===== config.mk =====
export PLATFORM = sky130hd
export DESIGN_NAME = math_multiplier_seq
export DESIGN_NICKNAME = d
export VERILOG_FILES = /design/src/rtl/math_multiplier_seq.sv
export SDC_FILE = /design/constraint.sdc
export NUM_CORES = 1
export LEC_CHECK = 0
export CAP_MARGIN = 20
export CORE_MARGIN = 5
export CORE_UTILIZATION = 45
export CTS_CLUSTER_SIZE = 28
export DETAILED_ROUTE_END_ITERATION = 16
export PLACE_DENSITY = 0.76
export SYNTH_ARGS = -nofsm -noshare
export SYNTH_HDL_FRONTEND = slang
export SYNTH_SLANG_ARGS = --single-unit
export TNS_END_PERCENT = 1

===== constraint.sdc =====
create_clock -name clk -period 2.01 [get_ports clk]
set_clock_uncertainty 0.1 [all_clocks]
set_input_delay 0.603 -clock clk [delete_from_list [all_inputs] [get_ports clk]]
set_output_delay 0.603 -clock clk [all_outputs]
set_load 0.01 [all_outputs]

===== src/rtl/math_multiplier_seq.sv =====
// rtl/math_multiplier_seq.sv - iterative shift-and-add multiplier, signed/unsigned, valid/ready
module math_multiplier_seq #(
    parameter int N = 4
) (
    input  logic           clk,
    input  logic           rst,
    input  logic           in_valid,
    output logic           in_ready,
    input  logic [N-1:0]   a,
    input  logic [N-1:0]   b,
    input  logic           is_signed,
    output logic           out_valid,
    input  logic           out_ready,
    output logic [2*N-1:0] p
);

    localparam int CW = $clog2(N + 1);

    typedef enum logic [1:0] {
        IDLE = 2'd0,
        BUSY = 2'd1,
        FIX  = 2'd2,
        DONE = 2'd3
    } state_t;

    state_t           state_q;
    logic [N-1:0]     mcand_q;
    logic [N-1:0]     mplier_q;
    logic [2*N:0]     acc_q;
    logic [CW-1:0]    cnt_q;
    logic             neg_q;
    logic [2*N-1:0]   p_q;
    logic             in_ready_q;
    logic             out_valid_q;

    logic [N-1:0]     mag_a_d;
    logic [N-1:0]     mag_b_d;
    logic             neg_d;
    logic [2*N:0]     acc_d;

    // Operand magnitudes for the accept edge and the next accumulator value for one BUSY step.
    // The accumulator is shifted right after each add, so the multiplicand always lands on the
    // upper half; the extra top bit keeps the carry of that add.
    always_comb begin
        mag_a_d = (is_signed && a[N-1]) ? -a : a;
        mag_b_d = (is_signed && b[N-1]) ? -b : b;
        neg_d   = is_signed & (a[N-1] ^ b[N-1]);
        acc_d   = (mplier_q[0] ? acc_q + {1'b0, mcand_q, {N{1'b0}}} : acc_q) >> 1;
    end

    // Control FSM and datapath registers; all outputs come straight from flops.
    always_ff @(posedge clk or posedge rst) begin
        if (rst) begin
            state_q     <= IDLE;
            mcand_q     <= '0;
            mplier_q    <= '0;
            acc_q       <= '0;
            cnt_q       <= '0;
            neg_q       <= 1'b0;
            p_q         <= '0;
            in_ready_q  <= 1'b1;
            out_valid_q <= 1'b0;
        end else begin
            case (state_q)
                IDLE: begin
                    if (in_valid) begin
                        mcand_q    <= mag_a_d;
                        mplier_q   <= mag_b_d;
                        neg_q      <= neg_d;
                        acc_q      <= '0;
                        cnt_q      <= '0;
                        in_ready_q <= 1'b0;
                        state_q    <= BUSY;
                    end
                end
                BUSY: begin
                    acc_q    <= acc_d;
                    mplier_q <= mplier_q >> 1;
                    cnt_q    <= cnt_q + 1'b1;
                    if (cnt_q == CW'(N - 1)) begin
                        state_q <= FIX;
                    end
                end
                FIX: begin
                    p_q         <= neg_q ? -acc_q[2*N-1:0] : acc_q[2*N-1:0];
                    out_valid_q <= 1'b1;
                    state_q     <= DONE;
                end
                DONE: begin
                    if (out_ready) begin
                        out_valid_q <= 1'b0;
                        in_ready_q  <= 1'b1;
                        state_q     <= IDLE;
                    end
                end
                default: begin
                    state_q     <= IDLE;
                    in_ready_q  <= 1'b1;
                    out_valid_q <= 1'b0;
                end
            endcase
        end
    end

    assign in_ready  = in_ready_q;
    assign out_valid = out_valid_q;
    assign p         = p_q;

endmodule


### Placement density heat map, run 1

Bar = 20 microns. 7 x 7 tiles, from dark blue (low) to red (high), 0 to 100% covered.
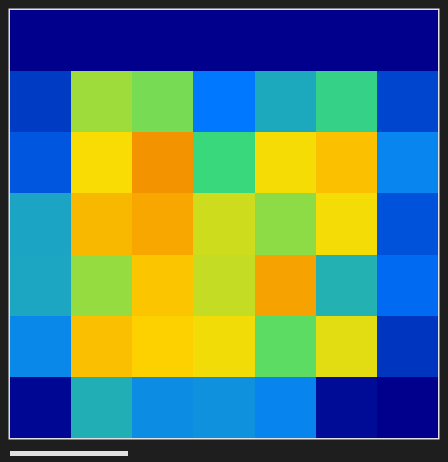
nearly empty tiles: 18%
emptiest ninth of the die: upper right
tiles over 75% full: 16%
Core Util, Final: 0.591
initial core utilization: 0.474

### Placed cells, one color a class, run 1

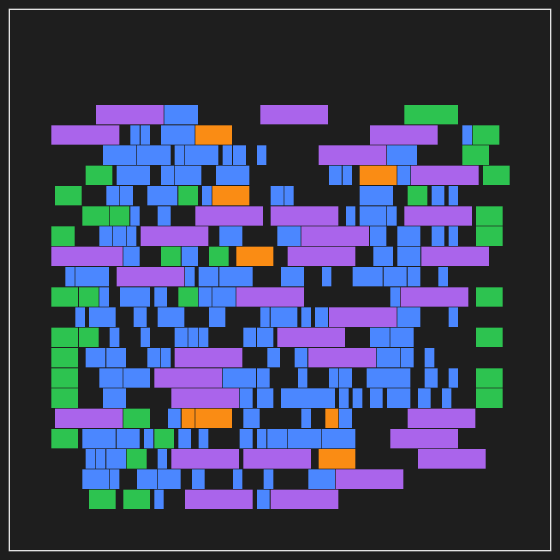
| class | color | cells | share of their area |
|---|---|---|---|
| other buffers and delay cells | green | 33 | 15% |
| flops | purple | 32 | 38% |
| all other logic | blue | 141 | 43% |
| clock drivers and dummy loads | orange | 8 | 4.3% |

### Wiring heat map, run 1

Bar = 20 microns. 15 x 15 tiles, from dark blue (low) to red (high), scaled to the fullest tile. Values are wire area over tile area, all layers added.
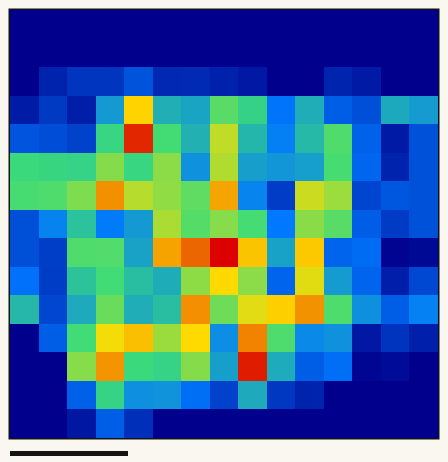
mean over tiles: 0.10
tiles over half the peak: 25%
densest ninth of the die: center
nearly empty tiles: 27%

==> Slide: Implementation Results, run 1 <==
Synthesis and Place & Route Summary

Logic synthesis
  • YS chip area: 0.00176 sq mm
  • Gate Count Post-Synth: ~180
  • Mapped Area: 0.00176 sq mm
  • Post-Syn Area per Cell: 9.73 sq um
  • Area share, top type: 0.441
  • Yosys top cell by instances: dfrtp_1
  • Flip-flops with a built-in enable: 0
  • Synth flops: 32
  • Largest cells by area after synthesis: dfrtp_1, ha_1, o21ai_0, nand2_1, a21oi_1
  • Yosys stat cell total: ~180
  • Syn Nets: 209
  • Yosys top cell by area: dfrtp_1
  • Post-synth seq share: 0.456
  • Cell Type Count: 33
  • Yosys warns: 0
  • Ys async rst share: 1.00
  • Main flop type: dfrtp_1
  • Synth cell count leaders: dfrtp_1, nand2_1, o21ai_0

Die
  • Floorplan row count: 22
  • Die ar.: around 0.0053 sq mm
  • I/O pins: 23
  • Die X: 72.5 microns
  • Core area: 0.00372 sq mm
  • Die height: about 73 microns

Setup path
  • Slowest stage cell, crit path: clkdlybuf4s50_1
  • CP required: 1.31 ns
  • CP peak stage delay: 0.54 ns
  • CP top delay family: buffers and inverters
  • CP endpoint kind: output pin
  • Crit path DAT: 1.18 ns
  • Worst setup SP type: register
  • WP buf/inv: 1
  • Critical setup path kind: register to output pin
  • Critical path, cell by cell: clkdlybuf4s50_1
  • Largest fanout on the critical path: 2

Timing
  • Fmax: 532 MHz
  • Final slew viol count: 0
  • Fin crit share: 0.935
  • Final-report hold violation count: 0
  • Setup TNS: 0 ns
  • Slew HR: 0.773
  • Setup violations, final: 0
  • Crit path time final: 1.88 ns
  • Unrepaired setup endpoints after global routing: false
  • Measured slew at the worst slew-check pin: ~0.34 ns

Pwr
  • Power, Total: 3.23 mW
  • PwrDens: between 1000 and 1500 mW/mm^2
  • Max VDD drop: 0.889 mV
  • Leakage power: ~1.0 nW

Detailed routing
  • Routed wire length: 3.32 mm
  • Via/cell ratio: 5.21
  • Vias post-DR: 1,364
  • Pre-antenna DRT Iters: 4
  • Starting DRT DRC Count: 77
  • Routed Antenna Nets: 0
  • WL/cell: 12.7 microns
  • DRC Markers: 0

Run
  • Max-cap violations: 0
  • OpenROAD warning count: 30

Outcome
  • Status: complete, no violations

Placement
  • DPL Wire Length: 2.47 mm
  • I/O Buffers: 22
  • Routability Congestion: just over 0.8

CTS
  • TritonCTS Buffers: 5
  • Hold buffer count at cts: 0
  • Total clock sinks: 32
  • CTS tree: done
  • CTS root buf: clkbuf_8
  • Clk ins delay skew pair: 0.28 ns
  • CTS H-tree depth: 2
  • CTS clk-pin slew, worst paths: 0.06 ns
  • Clock Path Buffers: 2

Cells and area
  • Final nets: roughly 240
  • Share of cells above drive strength 1: 0.117
  • Ant diodes: 0
  • Area grow syn2layout: 24.7%
  • Fillers: 346

Global route
  • Largest net degree at the start of global routing: 33
  • GRT overflow: 0
  • Antenna violations before repair: 0
  • First-pass GRT wire length: 6.19 mm
  • Total Routing Usage GR: 0.150
  • Vias in the first global route: between 1k and 1.5k

Hold path
  • Worst min path class: register to register
[run 1: what timing repair did]
| item | 4_1_cts | 5_1_grt |
|---|---|---|
| setup endpoints to repair | 1 | 0 |
| setup buffers | 0 | 0 |
| resized | 1 | 0 |
| hold endpoints to repair | 0 | 0 |
[run 1: report_power, final]
group	switching [mW]	internal [mW]	total [mW]
Clock	0.240	0.273	0.513
Sequential	0.259	0.940	1.20
Combinational	0.748	0.766	1.51
[run 1: metrics by stage]
step	util	instances	hold slack [ns]	setup WS, ns	cell area (sq um)
after floorplan	-	181	0.350	0.257	1760
after global placement	0.566	254	0.371	-0.0644	2100
after detailed placement	0.566	254	0.384	-0.116	2100
after CTS	0.591	262	0.397	0.110	2200
after global routing	0.591	262	0.436	0.0242	2200
final	0.591	262	0.392	0.131	2200
[run 1: final cells by class]
class / instances / area (sq um) / share of cell area
tap: 48 / 60.1 / 0.0274
clock inverter: 2 / 10.0 / 0.00456
multi-input combinational: 125 / 867 / 0.395
timing repair buffer: 33 / 314 / 0.143
clock buffer: 6 / 82.6 / 0.0376
inverter: 16 / 60.1 / 0.0274
sequential: 32 / 802 / 0.365
[run 1: flip-flops by register name, summed over array words and instances, names as in the netlist]
register	cells
acc_q	8
p	8
mcand_q	4
mplier_q	4
cnt_q	3
state_q	2
in_ready	1
neg_q	1
out_valid	1
[run 1: path summary, 6_finish.rpt]
path	startpoint	cells after the start	slack [ns]	endpoint
worst max-delay path	p[6]	1	0.13	p[6]
worst min-delay path	mplier_q[2]	2	0.39	mplier_q[2]
worst max register to register	acc_q[4]	7	0.22	acc_q[7]
worst min register to register	mplier_q[2]	2	0.39	mplier_q[2]
max in group asynchronous	rst	3	1.01	in_ready
min in group asynchronous	rst	3	0.56	p[0]
[run 1: cell usage in the layout (no fill, tap or decap), types with 2 or more instances in the layout]
cell type / n
a21oi_1: 14
a22o_1: 4
buf_4: 10
clkbuf_8: 6
clkdlybuf4s50_1: 21
clkinv_2: 2
dfrtp_1: 31
ha_1: 14
inv_1: 16
mux2_2: 3
mux2i_1: 7
nand2_1: 22
nand2b_1: 2
nor2_1: 10
nor2b_1: 3
o21ai_0: 17
o21ai_1: 2
o31ai_1: 4
xnor2_1: 4
xor2_1: 5
[run 1: kinds of logic (layout without fill, tap and decap cells)]
family | count (synthesis) | after routing | synth area share
muxes | 10 | 10 | 0.0590
and+or+nand+nor | 46 | 46 | 0.123
DFF | 32 | 32 | 0.456
AOI/OAI and AO/OA | 45 | 45 | 0.155
xor gates and xnor gates | 9 | 9 | 0.0448
buffers and inverters | 24 | 57 | 0.0519
adders and majority gates | 15 | 15 | 0.111
[run 1: per-layer routing]
layer | up-vias | global-route usage | wire length [microns]
met1 | 647 | 0.188 | 1570
met2 | 25 | 0.243 | 1520
met5 | - | 0 | 0
met3 | 8 | 0.0429 | 174
met4 | 0 | 0.0553 | 56
li1 | 684 | - | -
### Drive-strength map, run 1

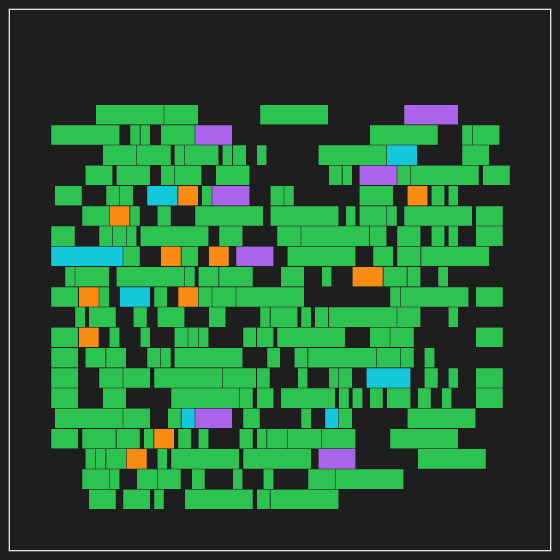

==> run 1 -> run 2 <==
Settings changed: CELL_PAD_IN_SITES_DETAIL_PLACEMENT set to 0, CELL_PAD_IN_SITES_GLOBAL_PLACEMENT set to 2, CORE_UTILIZATION 45 to 34, CTS_BUF_LIST set to sky130_fd_sc_hd__clkbuf_16, PLACE_DENSITY 0.76 to 0.87.
### Drive-strength map, run 2

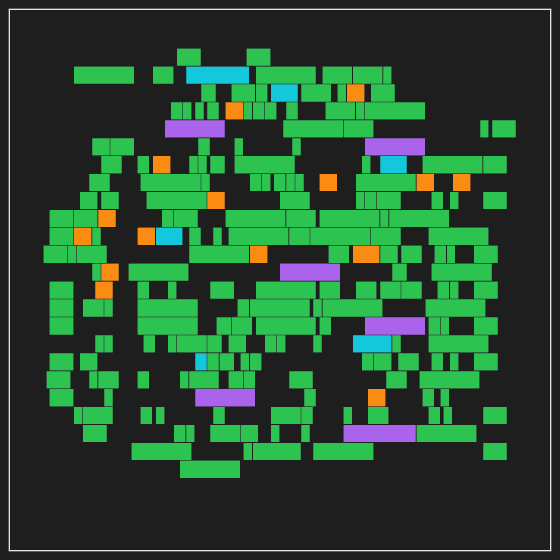
| size | color | cells | share |
|---|---|---|---|
| drive 1 or less | green | 190 | 88% |
| drive 2 | cyan | 6 | 2.8% |
| drive 3 to 4 | orange | 15 | 6.9% |
| drive 6 and up | purple | 6 | 2.8% |

==> run 2 against run 1 <==
Sequential power about the same. Register-to-register slack about the same. First-iteration DRC count down 39%. Critical path type unchanged. Largest cell class unchanged.
==> Slide: Implementation Results, run 2 <==
Synthesis and Place & Route Summary

Logic synthesis
  • Post-synth seq share: 0.456 (unchanged)
  • Yosys top cell by instances: dfrtp_1
  • Flip-flops with a built-in enable: 0 (unchanged)
  • Area share, top type: 0.441 (unchanged)
  • Yosys warns: 0 (unchanged)
  • Gate Count Post-Synth: 181 (unchanged)
  • Mux area share: 0.0590 (unchanged)
  • Main flop type: dfrtp_1
  • Post-Syn Area per Cell: 9.73 sq um (unchanged)
  • YS chip area: 0.00176 sq mm (unchanged)
  • Synth flops: 32 (unchanged)
  • Yosys top cell by area: dfrtp_1
  • XOR Share, Synth: 0.0448 (unchanged)
  • Adder Area Share: 0.111 (unchanged)
  • Yosys stat cell total: 181 (unchanged)
  • Syn Nets: 209 (unchanged)
  • Largest cells by area after synthesis: dfrtp_1, ha_1, o21ai_0, nand2_1, a21oi_1
  • Ys async rst share: 1.00 (unchanged)

Setup path
  • Critical path, cell by cell: clkdlybuf4s50_1
  • CP peak stage delay: 0.54 ns (about the same)
  • WP buf/inv: 1 (unchanged)
  • Slowest stage cell, crit path: clkdlybuf4s50_1
  • Critical setup path kind: register to output pin
  • Largest fanout on the critical path: 2 (unchanged)
  • Crit path DAT: 1.16 ns (-0.02 ns)
  • Worst setup SP type: register
  • CP top delay family: buffers and inverters
  • CP endpoint kind: output pin

Global route
  • GRT overflow: 0 (unchanged)
  • Largest net degree at the start of global routing: 19 (-42%)
  • Vias in the first global route: 1,288 (-5.7%)
  • First-pass GRT wire length: 5.83 mm (-5.8%)
  • Antenna violations before repair: 0 (unchanged)

Die
  • Die ar.: 0.00672 sq mm (+28%)
  • Core area: 0.00507 sq mm (+37%)
  • Initial core utilization: 0.347 (-0.127)
  • I/O pins: 23 (unchanged)
  • Die X: 82.0 microns (+13%)

CTS
  • Hold buffer count at cts: 0 (unchanged)
  • Clk ins delay skew pair: 0.28 ns (about the same)
  • Setup bufs post-CTS: 0 (unchanged)
  • Total clock sinks: 32 (unchanged)
  • CTS H-tree depth: 2 (unchanged)
  • CTS root buf: clkbuf_16
  • CTS clk-pin slew, worst paths: 0.05 ns (about the same)
  • Clock Path Buffers: 2 (unchanged)
  • CTS tree: done
  • TritonCTS Buffers: 5 (unchanged)

Timing
  • Final-report hold violation count: 0 (unchanged)
  • Crit path time final: 1.87 ns (-0.0118 ns)
  • Unrepaired setup endpoints after global routing: false
  • Slew HR: 0.770 (-0.00324)
  • Measured slew at the worst slew-check pin: 0.342 ns (+0.00256 ns)
  • Final slew viol count: 0 (unchanged)
  • Fin crit share: 0.929 (-0.00587)
  • Fmax: 536 MHz (+0.63%)
  • Hold Worst Slack: 0.381 ns (-0.0109 ns)
  • Setup violations, final: 0 (unchanged)

Placement
  • DP Cell Count: 279 (+9.8%)
  • Routability Congestion: 0.769 (-6.8%)
  • Post-DP Area: 0.00214 sq mm (+1.8%)
  • DPL Wire Length: 2.57 mm (+4.0%)

Run
  • Max-cap violations: 0 (unchanged)

Outcome
  • Status: complete, no violations

Cells and area
  • Core Util, Final: 0.454 (-0.137)
  • Dominant logic cell types in the final layout: dfrtp_1, nand2_1, clkdlybuf4s50_1
  • Area grow syn2layout: 30.9%
  • Most instantiated logic cell after routing: dfrtp_1
  • Post-route cell area: 0.00230 sq mm (+5.0%)
  • Final nets: 244 (+1.2%)

Detailed routing
  • Starting DRT DRC Count: 47 (-39%)
  • DRC Markers: 0 (unchanged)
  • Routed wire length: 3.37 mm (+1.4%)
  • Via/cell ratio: 4.57 (-12%)
  • Routed Antenna Nets: 0 (unchanged)
  • WL/cell: 11.7 microns (-7.5%)
  • Vias post-DR: 1,313 (-3.7%)

Pwr
  • Power, Total: 3.55 mW (+10%)
  • PwrDens: 1540 mW/mm^2 (+4.9%)
  • Max VDD drop: 0.426 mV (-52%)
  • Leakage power: 1.08 nW (+4.3%)
-- run 2: cell families (layout without fill, tap and decap cells) --
group,count (synthesis),after routing
buffers and inverters,24,60
AOI/OAI and AO/OA,45,45
DFF,32,32
and+or+nand+nor,46,46
muxes,10,10
adders and majority gates,15,15
xor gates and xnor gates,9,9
-- run 2: layout make-up --
type,instances,area [sq um]
flip-flops and latches,32,802
clock buffers,5,125
multi-input cells,125,867
well taps,70,87.6
clock inverters,3,38.8
inverters,16,60.1
repair buffers,36,324
fillers,498,2770
-- run 2: power by group --
part	internal [mW]	leakage, nW	switching (mW)	total (mW)
Sequential	0.942	0.406	0.244	1.19
Clock	0.576	0.0850	0.262	0.839
Combinational	0.772	0.589	0.755	1.53
-- run 2: through the flow --
stage / TNS [ns] / worst slack [ns]
after detailed placement: -0.949 / -0.134
after CTS: 0 / 0.128
after floorplan: 0 / 0.257
after global placement: -0.494 / -0.0945
after global routing: 0 / 0.0142
final: 0 / 0.143
-- run 2: path summary, 6_finish.rpt --
| check | startpoint | to | slack (ns) | cells past startpoint |
|---|---|---|---|---|
| worst min-delay path | mplier_q[2] | mplier_q[2] | 0.38 | 2 |
| worst min register to register | mplier_q[2] | mplier_q[2] | 0.38 | 2 |
| worst max register to register | state_q[1] | acc_q[6] | 0.21 | 6 |
| min in group asynchronous | rst | cnt_q[2] | 0.46 | 2 |
| max in group asynchronous | rst | acc_q[4] | 0.81 | 3 |
| worst max-delay path | p[0] | p[0] | 0.14 | 1 |
-- run 2: layer usage --
metal	global-route usage	wire length, microns	vias to the layer above
li1	-	-	684
met1	0.142	1640	603
met2	0.183	1540	24
met3	0.0362	155	2
met4	0.0498	34	0
met5	0	0	-
-- run 2: what timing repair did --
action                     4_1_cts  5_1_grt
setup endpoints to repair        1        0
hold endpoints to repair         0        0
resized                          1        0
-- run 2: worst reg2reg max path, cell delays in order (launching register included) --
cell	delay [ns]
dfrtp_1	0.40
inv_1	0.11
ha_1	0.37
o21ai_1	0.22
buf_4	0.23
a32oi_1	0.15
nand3_1	0.09
No activity file was given, so power comes from the tool's default toggle rates.
